==> config.mk <==
export PLATFORM = sky130hd
export DESIGN_NAME = mtc_out_arbiter
export DESIGN_NICKNAME = d
export VERILOG_FILES = /design/src/rtl/dataformats_pkg.sv /design/src/rtl/mtc_lane_fifo.sv /design/src/rtl/mtc_out_arbiter.sv
export SDC_FILE = /design/constraint.sdc
export NUM_CORES = 1
export LEC_CHECK = 0
export CELL_PAD_IN_SITES_DETAIL_PLACEMENT = 0
export CELL_PAD_IN_SITES_GLOBAL_PLACEMENT = 2
export CORE_ASPECT_RATIO = 0.5
export CORE_MARGIN = 10
export CORE_UTILIZATION = 37
export CTS_CLUSTER_DIAMETER = 60
export DETAILED_ROUTE_END_ITERATION = 8
export MAX_ROUTING_LAYER = met4
export PLACE_DENSITY_LB_ADDON = 0.12
export SLEW_MARGIN = 20
export SYNTH_ARGS = -nofsm -noshare
export SYNTH_HDL_FRONTEND = slang
export SYNTH_HIERARCHICAL = 1
export SYNTH_SLANG_ARGS = --single-unit
==> constraint.sdc <==
create_clock -name clock -period 3.82 [get_ports clock]
set_clock_uncertainty 0.2 [all_clocks]
set_input_delay 0.573 -clock clock [delete_from_list [all_inputs] [get_ports clock]]
set_output_delay 0.573 -clock clock [all_outputs]
set_load 0.02 [all_outputs]
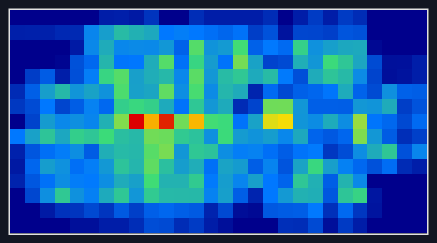
Figure 1: run 1, routed metal per tile.
The die is cut into 28 by 15 equal tiles; dark blue is low, red is high, scaled to the fullest tile. Values are wire area over tile area, all layers added.
tiles over half the peak = 6.7%
nearly empty tiles = 13%
densest ninth of the die = center
fullest tile = 0.45
mean over tiles = 0.11
Vias: 7392
DR WL/cell: 20.8 µm
Total Wirelength: 30000 µm

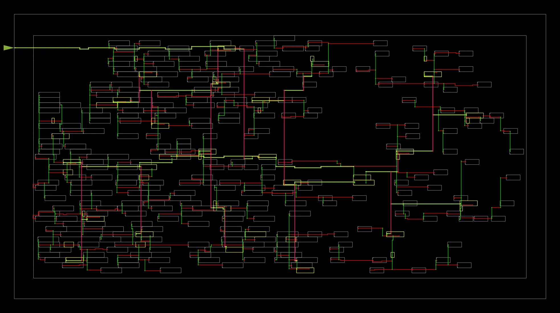
Figure 2: run 1, clock wiring as the flow saved it.
clock buffer count in the final layout: 37
seq_cells: 283
clk sinks: 283
Clock group: 2.66 mW
clk latency late pin: 0.56 ns

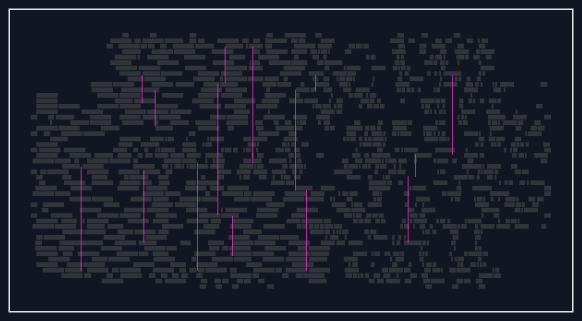
Figure 3: run 1, M4 wires.
wire length on this layer = 513 µm
main direction = vertical
nets with wire on the layer = 4
share of all routed wire = 1.7%

==> impl_metrics.env, run 1 <==
# yosys + openroad results
export IMPL_ir_worst_vdd_uv=536
export IMPL_port_buffer_count=119
export IMPL_grt_max_degree=50
export IMPL_cp_arrival_ns=2.89
export IMPL_rrSetupSlack_ns=0.25
export IMPL_critPathLaunchType="register"
export IMPL_hpwl_um=20900
export IMPL_rsz0062_at_grt="false"
export IMPL_first_pass_iters=6
export IMPL_tns_ns=0
export IMPL_critical_path_depth=8
export IMPL_cp_num_buf_inv=4
export IMPL_vias_per_cell=5.12
export IMPL_syn_to_final_growth_pct=22.3
export IMPL_fillers=2961
export IMPL_dp_slack_ns=0.128
export IMPL_track_usage=0.146
export IMPL_holdPathStages=2
export IMPL_hold_class="reg -> reg"
export IMPL_cts_htree_levels=1
export IMPL_die_h_um=150
export IMPL_ys_warn_count=6
export IMPL_min_period_ns=3.66
export IMPL_worst_pin_slew_ns=0.825
export IMPL_maxSlewViolCount=0
export IMPL_cts_made_buffers=26
export IMPL_stdcell_area_mm2=0.0153
export IMPL_whs_ns=0.307
export IMPL_path_cells="inv_1 -> ha_1 -> inv_1 -> fa_1 -> or3b_2 -> mux2i_1 -> buf_4 -> dlygate4sd2_1"
export IMPL_grt_first_pass_wirelength_um=46500
export IMPL_drc=0
export IMPL_fin_ws_ns=0.161
export IMPL_synth_cells=840
export IMPL_tool_warnings=42
export IMPL_cts_clk_slew_worst_paths_ns=0.07
export IMPL_cts_tree="done"
export IMPL_core_mm2=0.0332
export IMPL_syn_area_mm2=0.0125
export IMPL_die_area_mm2=0.0420
export IMPL_hold_viol=0
export IMPL_cp_top_family="buffers and inverters"
export IMPL_hold_buffers=0
export IMPL_drtIter0Drc=535
export IMPL_dpl_cell_area_mm2=0.0144
export IMPL_syn_avg_cell_area_um2=14.9
export IMPL_drtAntennaViolNets=0
export IMPL_fin_crit_sh=0.958
export IMPL_reg2regPathDepth=13
export IMPL_finalSetupViolations=0
export IMPL_status="finished, final reports clean"
export IMPL_synth_nets=922
export IMPL_cap_viol_max_count=0
export IMPL_max_freq_ghz=0.273
export IMPL_ios=120
export IMPL_fin_nets=1063
export IMPL_row_count=47
export IMPL_largest_reg_flops=192
export IMPL_endpoint_kind="primary output"
export IMPL_final_core_util=0.461
export IMPL_cpPeakStageDelay_ns=0.46
export IMPL_crit_top_cell="inv_1"
export IMPL_cts_buffer_depth=3
export IMPL_p_leak_nw=5.05
export IMPL_drive_gt1_frac=0.184
export IMPL_initial_core_util=0.377
export IMPL_grt_pass1_vias=7594
export IMPL_antenna_found_initial=0
export IMPL_clock_root_buffer="clkbuf_16"
export IMPL_power_mw=10.5
export IMPL_cp_slowest_cell="or3b_2"
export IMPL_grt_overflow=0
export IMPL_critPathKind="reg -> out"
export IMPL_instances_no_fill=1443
export IMPL_p_per_area_mw_per_mm2=688
export IMPL_globalplace_congestion=0.795
export IMPL_crit_required_ns=3.05
export IMPL_critPathMaxFanout=4
export IMPL_dp_cells=1392
[run 1: placed cells by master (no fill, tap or decap), types with 7 or more instances in the layout]
master             n
nand3_1           21
nor2_1            82
nor2b_1           10
mux4_1            18
nand3b_1           9
ha_1              28
clkbuf_16         26
nand2_1           29
inv_1             25
xnor2_1           31
mux2_4             9
a222oi_1          16
mux2_2            11
buf_12            10
dfxtp_1           90
buf_4             29
or4_1              7
and3_1            11
mux2i_1           12
a211oi_1           8
edfxtp_1         192
mux4_2            30
nand2b_1           7
clkdlybuf4s50_1  115
o31ai_1            7
nand4_1            8
a21oi_1           28
[run 1: layout make-up]
cell class | count | area (µm²) | area share
Clock buffer | 37 | 742 | 0.0486
Clock inverter | 11 | 128 | 0.00836
Tap cell | 441 | 552 | 0.0361
Multi-Input combinational cell | 487 | 4570 | 0.299
Inverter | 26 | 97.6 | 0.00639
Antenna cell | 1 | 2.50 | 0.000164
Sequential cell | 283 | 7590 | 0.497
Timing Repair Buffer | 157 | 1600 | 0.104
[run 1: where the power goes]
part	total (mW)	internal, mW	switching [mW]
sequential	3.80	3.57	0.226
clock	2.66	1.49	1.16
combinational	4.05	1.74	2.31
total	10.5	6.81	3.70
[run 1: timing repair]
item                                    CTS  global route
endpoints found under the setup margin    3           181
resized                                   3             6
hold endpoints to repair                  0             0
setup buffers                             0             2
[run 1: tightest hold or removal path: cells and delay by family, from the launching register on]
family	cells	cell delay (ns)
flip-flops	1	0.34
AND-OR/OR-AND	2	0.13
[run 1: metal layers]
metal,up-vias,track usage,routed length [µm]
met5,-,-,0
met4,0,0.0288,512
met3,38,0.0241,1080
met2,120,0.230,13800
met1,3716,0.198,14600
li1,3518,-,-
==> run 2: changes to the inputs <==
--- a/config.mk
+++ b/config.mk
@@ -9,7 +9,7 @@
 export CELL_PAD_IN_SITES_GLOBAL_PLACEMENT = 2
 export CORE_ASPECT_RATIO = 0.5
 export CORE_MARGIN = 10
-export CORE_UTILIZATION = 37
+export CORE_UTILIZATION = 36
 export CTS_CLUSTER_DIAMETER = 60
 export DETAILED_ROUTE_END_ITERATION = 8
 export MAX_ROUTING_LAYER = met4
@@ -17,5 +17,4 @@
 export SLEW_MARGIN = 20
 export SYNTH_ARGS = -nofsm -noshare
 export SYNTH_HDL_FRONTEND = slang
-export SYNTH_HIERARCHICAL = 1
 export SYNTH_SLANG_ARGS = --single-unit
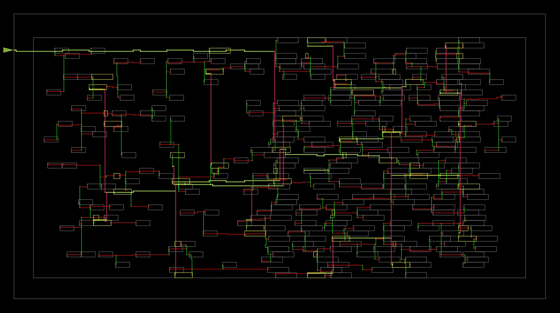
Figure 4: run 2, clock wiring as the flow saved it.
total CTS buffers: 27
clock buffer count in the final layout: 32
Clock group: 2.90 mW

==> impl_metrics.env, run 2 <==
# yosys + openroad results
export IMPL_cp_slowest_cell="clkdlybuf4s50_1"
export IMPL_fin_nets=1040
export IMPL_max_freq_ghz=0.282
export IMPL_cts_clk_slew_worst_paths_ns=0.07
export IMPL_die_h_um=148
export IMPL_cp_top_family="buffers and inverters"
export IMPL_drtAntennaViolNets=0
export IMPL_routedWlPerCell_um=19.4
export IMPL_p_leak_nw=4.87
export IMPL_path_cells="inv_1 -> ha_1 -> and2_1 -> and2_1 -> nand2_1 -> nor3_1 -> clkdlybuf4s50_1"
export IMPL_worst_pin_slew_ns=0.888
export IMPL_port_buffer_count=119
export IMPL_tns_ns=0
export IMPL_crit_required_ns=3.05
export IMPL_grt_pass1_vias=7380
export IMPL_drive_gt1_frac=0.152
export IMPL_cp_arrival_ns=2.78
export IMPL_maxSlewViolCount=0
export IMPL_fin_crit_sh=0.929
export IMPL_syn_to_final_growth_pct=22.8
export IMPL_syn_avg_cell_area_um2=14.3
export IMPL_status="finished, final reports clean"
export IMPL_core_mm2=0.0321
export IMPL_vias_per_cell=5.00
export IMPL_rsz0062_at_grt="false"
export IMPL_die_area_mm2=0.0410
export IMPL_hold_class="reg -> reg"
export IMPL_cts_buffer_depth=3
export IMPL_finalSetupViolations=0
export IMPL_drc=0
export IMPL_hold_viol=0
export IMPL_ios=120
export IMPL_critPathMaxFanout=7
export IMPL_cp_num_buf_inv=2
export IMPL_critical_path_depth=7
export IMPL_clock_latency_late_pin_ns=0.56
export IMPL_clock_root_buffer="clkbuf_16"
export IMPL_endpoint_kind="primary output"
export IMPL_hold_buffers=0
export IMPL_cts_resized=0
export IMPL_final_core_util=0.454
export IMPL_drtIter0Drc=460
export IMPL_critPathKind="reg -> out"
export IMPL_reg2regPathDepth=9
export IMPL_largest_reg_flops=192
export IMPL_first_pass_iters=5
export IMPL_globalplace_congestion=0.786
export IMPL_crit_top_cell="and2_1"
export IMPL_lay_top_cells="edfxtp_1 (192), clkdlybuf4s50_1 (118), dfxtp_1 (91)"
export IMPL_min_period_ns=3.55
export IMPL_initial_core_util=0.370
export IMPL_tool_warnings=36
export IMPL_grt_first_pass_wirelength_um=43300
export IMPL_synth_nets=907
export IMPL_ir_worst_vdd_uv=366
export IMPL_diodes=0
export IMPL_grt_max_degree=39
export IMPL_lay_top_count="edfxtp_1"
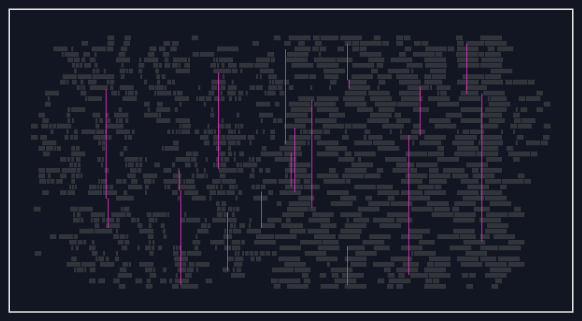
Figure 5: run 2, M4 wires.
share of all routed wire = 2.2%
longest straight run = 72.8 µm
main direction = vertical
nets with wire on the layer = 6
wire length on this layer = 593 µm
Total Wirelength: 27400 µm
Vias: 7075

run 2: cell families (layout without fill, tap and decap cells):
| family | Yosys count | count (layout) | share of synthesized area |
|---|---|---|---|
| AND/OR/NAND/NOR | 248 | 248 | 0.103 |
| buffers and inverters | 64 | 218 | 0.0232 |
| adder cells (fa/ha/maj) | 26 | 26 | 0.0274 |
| XOR/XNOR | 43 | 43 | 0.0324 |
| flip-flops | 283 | 283 | 0.640 |
| AND-OR/OR-AND | 86 | 86 | 0.0550 |
| multiplexers | 80 | 80 | 0.119 |
run 2: power by group:
| group | internal [mW] | switching, mW | leakage [nW] | total [mW] |
|---|---|---|---|---|
| Clock | 1.69 | 1.21 | 0.469 | 2.90 |
| Sequential | 3.71 | 0.207 | 2.48 | 3.92 |
| Combinational | 1.49 | 2.15 | 1.92 | 3.63 |
| Total | 6.89 | 3.56 | 4.87 | 10.5 |
run 2: routing by layer:
metal | part of all wire | GRT usage | vias up
met1 | 0.47 | 0.178 | 3516
met3 | 0.037 | 0.0268 | 44
met4 | 0.022 | 0.0316 | 0
met5 | 0 | - | -
met2 | 0.47 | 0.216 | 108
li1 | - | - | 3407
run 2: area by class of cell:
| cell class | instances | area (µm²) |
|---|---|---|
| clock inverters | 18 | 244 |
| well taps | 432 | 541 |
| multi-input cells | 483 | 4010 |
| fillers | 2871 | 17500 |
| flip-flops and latches | 283 | 7590 |
| inverters | 23 | 86.3 |
| clock buffers | 32 | 714 |
| repair buffers | 145 | 1380 |
run 2: per-stage QoR:
step	std cells	instance area (µm²)	power, mW	setup WS (ns)
global route	1416	14600	11.1	0.0745
finish	1416	14600	10.5	0.269
detailed placement	1366	13600	7.68	0.231
global placement	1366	13600	7.67	0.273
CTS	1416	14600	10.6	0.111
floorplan	830	11900	6.46	0.622
Power and IR drop assume default switching activity.
